Metal 1:
(2 px per um)
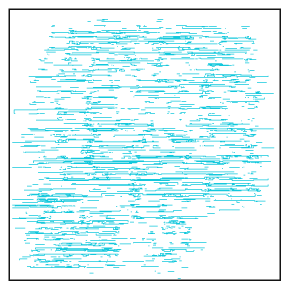
Layout detail:
Region (89, 89) to (114, 114) um. Cells in gray, sequential cells in the stronger gray; small squares are vias.
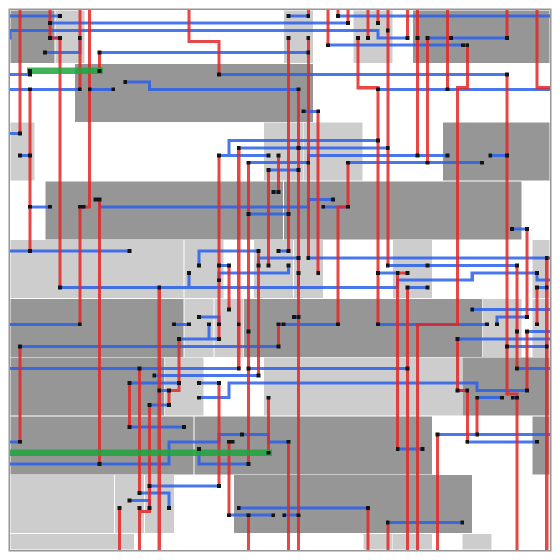
File: config.mk
export PLATFORM = sky130hd
export DESIGN_NAME = bus_rx_fifo
export DESIGN_NICKNAME = d
export VERILOG_FILES = /design/src/rtl/bus_pkg.sv /design/src/rtl/bus_rx_fifo_mem.sv /design/src/rtl/bus_rx_fifo.sv
export SDC_FILE = /design/constraint.sdc
export NUM_CORES = 1
export LEC_CHECK = 0
export ABC_AREA = 1
export CAP_MARGIN = 20
export CORE_MARGIN = 2
export CORE_UTILIZATION = 40
export DETAILED_ROUTE_END_ITERATION = 16
export PLACE_DENSITY = 0.55
export RECOVER_POWER = 50
export SLEW_MARGIN = 25
export SYNTH_ARGS = -nofsm -noshare
export SYNTH_HDL_FRONTEND = slang
export SYNTH_SLANG_ARGS = --single-unit
File: constraint.sdc
create_clock -name clk -period 4.1 [get_ports clk]
set_input_delay 0.82 -clock clk [delete_from_list [all_inputs] [get_ports clk]]
set_output_delay 0.82 -clock clk [all_outputs]
set_load 0.005 [all_outputs]
File: src/rtl/bus_pkg.sv
// Shared bus definitions: address width, broadcast address and destination extraction.
package bus_pkg;

   localparam int ADDR_W    = 8;
   localparam int PKT_MAX_W = 64;

   typedef logic [ADDR_W-1:0]    addr_t;
   typedef logic [PKT_MAX_W-1:0] pkt_t;

   localparam addr_t BCAST_ADDR = 8'hFF;

   // Callers left-justify their packet into pkt_t so the destination is always the top byte.
   function automatic addr_t get_dest(input pkt_t pkt);
      return pkt[PKT_MAX_W-1 -: ADDR_W];
   endfunction

endpackage

File: src/rtl/bus_rx_fifo_mem.sv
// FIFO storage: depth x width register array, one synchronous write port, one asynchronous read port.
module bus_rx_fifo_mem #(
   parameter int width = 16,
   parameter int depth = 8
) (
   input  logic                     clk,
   input  logic                     we,
   input  logic [$clog2(depth)-1:0] waddr,
   input  logic [width-1:0]         wdata,
   input  logic [$clog2(depth)-1:0] raddr,
   output logic [width-1:0]         rdata
);

   logic [width-1:0] mem [depth];

   // NOTE: storage is deliberately not reset; stale entries are masked by count in the parent.
   always_ff @(posedge clk) begin
      if (we) mem[waddr] <= wdata;
   end

   assign rdata = mem[raddr];

endmodule

File: src/rtl/bus_rx_fifo.sv
// Receive-side endpoint FIFO: show-ahead buffer with overflow/underflow flags and misroute counting.
module bus_rx_fifo
   import bus_pkg::*;
#(
   parameter int          width = 16,
   parameter int          depth = 8,
   parameter int unsigned id    = 0,
   parameter addr_t       bcast = BCAST_ADDR
) (
   input  logic                     clk,
   input  logic                     reset,
   input  logic                     push,
   input  logic [width-1:0]         D_push,
   input  logic                     pop,
   output logic [width-1:0]         D_pop,
   output logic                     pndng,
   output logic                     full,
   output logic [$clog2(depth):0]   count,
   output logic                     overflow,
   output logic                     underflow,
   output logic [15:0]              misroute_cnt
);

   localparam int PTR_W = $clog2(depth);
   localparam int CNT_W = PTR_W + 1;

   logic [PTR_W-1:0] wr_ptr, rd_ptr;
   logic [width-1:0] rd_data;
   logic             push_ok, pop_ok, misrouted;
   addr_t            dest;

   bus_rx_fifo_mem #(.width(width), .depth(depth)) u_mem (
      .clk   (clk),
      .we    (push_ok),
      .waddr (wr_ptr),
      .wdata (D_push),
      .raddr (rd_ptr),
      .rdata (rd_data)
   );

   assign pndng = (count != '0);
   assign full  = (count == CNT_W'(depth));
   assign D_pop = pndng ? rd_data : '0;

   always_comb begin
      push_ok   = push && (!full || pop);
      pop_ok    = pop && pndng;
      dest      = get_dest(pkt_t'(D_push) << (PKT_MAX_W - width));
      misrouted = (dest != addr_t'(id)) && (dest != bcast);
   end

   // NOTE: non-blocking assignments keep every register sampling pre-edge values of the others.
   always_ff @(posedge clk or posedge reset) begin
      if (reset) begin
         wr_ptr       <= '0;
         rd_ptr       <= '0;
         count        <= '0;
         overflow     <= 1'b0;
         underflow    <= 1'b0;
         misroute_cnt <= '0;
      end else begin
         if (push_ok) wr_ptr <= wr_ptr + 1'b1;
         if (pop_ok)  rd_ptr <= rd_ptr + 1'b1;
         case ({push_ok, pop_ok})
            2'b10:   count <= count + 1'b1;
            2'b01:   count <= count - 1'b1;
            default: count <= count;
         endcase
         if (push && full && !pop) overflow  <= 1'b1;
         if (pop && !pndng)        underflow <= 1'b1;
         if (push_ok && misrouted && misroute_cnt != 16'hFFFF)
            misroute_cnt <= misroute_cnt + 1'b1;
      end
   end

endmodule

==> git commit body <==
Add synthesis and place-and-route results

- Critical-path maximum fanout: ~66
- Routability-driven placement finished with a final weighted congestion of slightly below 0.8.
- Final hold analysis gives a worst-case slack of between 0.4 and 0.5 ns.
- The synthesis log from Yosys contains 0 warnings.
- Ranked by total cell area, the synthesized netlist is headed by sky130_fd_sc_hd__edfxtp_1, sky130_fd_sc_hd__dfrtp_1, sky130_fd_sc_hd__nor2_1, sky130_fd_sc_hd__o21ai_0, sky130_fd_sc_hd__nand2_1.
* First DRT Iteration DRCs: 301
- Maximum buffer depth of the clock tree: 2
- Post-layout period usage of the worst path: between 70 and 80%
- For reference, the clock transition at the flip-flops on the worst setup and hold paths is 0.06 ns.
- Die Span Y: 134.8 um
* Final std cells w/o fill: about 940
* Maximum number of pins on one net before global-route repair: roughly 67
* Category of the critical setup timing path: flop to output port
* Final-report max-slew violation count: 0
* Number of flops mapped to enable cells by yosys: 128
* # placed instances: a little over 900
- TritonCTS built the clock tree.
- Core area: approximately 17000 um2
* Total number of nets in the final design: roughly 730
* DR WL/cell: approximately 16 um
- Wire length of the first global-routing pass: ~24000 um
- Number of search-and-repair iterations in the first detailed-routing pass: 4
- Per the finish-stage timing summary, setup violations number 0.
- Clk Tree Root Cell: sky130_fd_sc_hd__clkbuf_16
- The final layout reports a setup TNS of 0 ns.
- Via count of the first global-routing pass: roughly 4.5k
- Number of gates resized after CTS: 0
* Area share of and/or/nand/nor cells after synthesis: 18.03%
- Final min period: 3.268 ns
- Total leakage power: ~3.1 nW
- Hold Crit Start: overflow
- Post-route standard cell area excluding fillers: between 8000 and 9000 um2
- Proportion of synthesized chip area in sequential cells: about two thirds
* Final worst slack: around 0.83 ns
- The synthesis stats list as the most numerous cell sky130_fd_sc_hd__nor2_1.
- The flow ran to the end, and the final reports show no timing, DRC or antenna violations.
- Avg Synthesized Cell Area: ~11 um2
- Diode insertion count for antenna repair: 0
- STA puts the critical path data required time at approximately 3.3 ns.
* Die x size: roughly 130 um
* Cell depth of the worst min-delay path: 1
- In this run the cell area measured after placement is around 7700 um2.
- For the worst setup path, the data arrival time is roughly 2.5 ns.
* Top cell type by total area after synthesis: sky130_fd_sc_hd__edfxtp_1
- The number of antenna violations at the first check in global routing is 0.
* XOR/XNOR Area Share: under 10%
- Top logic cells by instance count in the layout: sky130_fd_sc_hd__nor2_1, sky130_fd_sc_hd__edfxtp_1, sky130_fd_sc_hd__o21ai_0, sky130_fd_sc_hd__nand2_1, sky130_fd_sc_hd__clkdlybuf4s50_1
* Type of the tightest min-delay check: flop to flop
-- 'metal 1' (at the start) --
share of all routed wire: 48%
nets with wire on the layer: 663
wire length on this layer: 7140 um
longest straight run: 40.0 um
main direction: horizontal
total wirelength of the detailed-routed design: 14970 um
detailed-route via count: 4673
met1 global-route usage: 23.87%

-- 'layout detail' (at the start) --
[green] met3
[red] met2
[blue] met1
most frequent: edfxtp_1 (10), nor2_1 (8), o21ai_0 (7)
netlist names of flops here include: u_mem.mem (10)
sequential cells in the window: 10
cells with their middle in the window: 29

-- worst max path at each step --
stage	cells after the start	endpoint	start	slack, ns
finish	6	D_pop[11]	rd_ptr[1]	0.83
global route	6	D_pop[12]	rd_ptr[1]	0.57
CTS	6	D_pop[8]	rd_ptr[1]	0.82
detailed placement	6	D_pop[8]	rd_ptr[1]	1.29
global placement	6	D_pop[15]	rd_ptr[1]	1.31
floorplan	5	u_mem.mem[4][0]	pop	1.60
-- worst max-delay path, cell delays in order (launching register included) --
cell	delay, ns
sky130_fd_sc_hd__dfrtp_1	0.32
sky130_fd_sc_hd__buf_4	0.54
sky130_fd_sc_hd__o21ai_0	0.18
sky130_fd_sc_hd__o21ai_0	0.17
sky130_fd_sc_hd__o21ai_0	0.09
sky130_fd_sc_hd__nor2_1	0.17
sky130_fd_sc_hd__clkdlybuf4s50_1	0.52
-- metal layers --
metal / part of all wire (%) / wire length [um] / track usage [%] / up-vias
li1: - / - / - / 2313
met1: 48 / 7135 / 23.87 / 2268
met3: 2.8 / 418 / 3.228 / 19
met5: 0 / 0 / 0 / -
met2: 48 / 7170 / 27.64 / 73
met4: 1.6 / 242 / 6.901 / 0
-- area by class of cell --
class,instances,area share (%)
Sequential cell,156,55.13
Multi-Input combinational cell,433,24.79
Timing Repair Buffer,75,8.576
Clock buffer,17,5.161
Tap cell,220,3.339
Clock inverter,15,1.958
Inverter,23,1.047
-- power by group --
group | switching [mW] | total [mW] | internal, mW
Sequential | 0.124 | 2.09 | 1.97
Clock | 0.653 | 1.56 | 0.906
Combinational | 1.13 | 1.95 | 0.823
Total | 1.90 | 5.60 | 3.70
-- sequential cells by signal (all words and copies together), names as in the netlist --
register and flops:
misroute_cnt 16, rd_ptr 3, u_mem.mem 128, underflow 1, count 4, overflow 1, wr_ptr 3
Power and IR drop assume default switching activity.
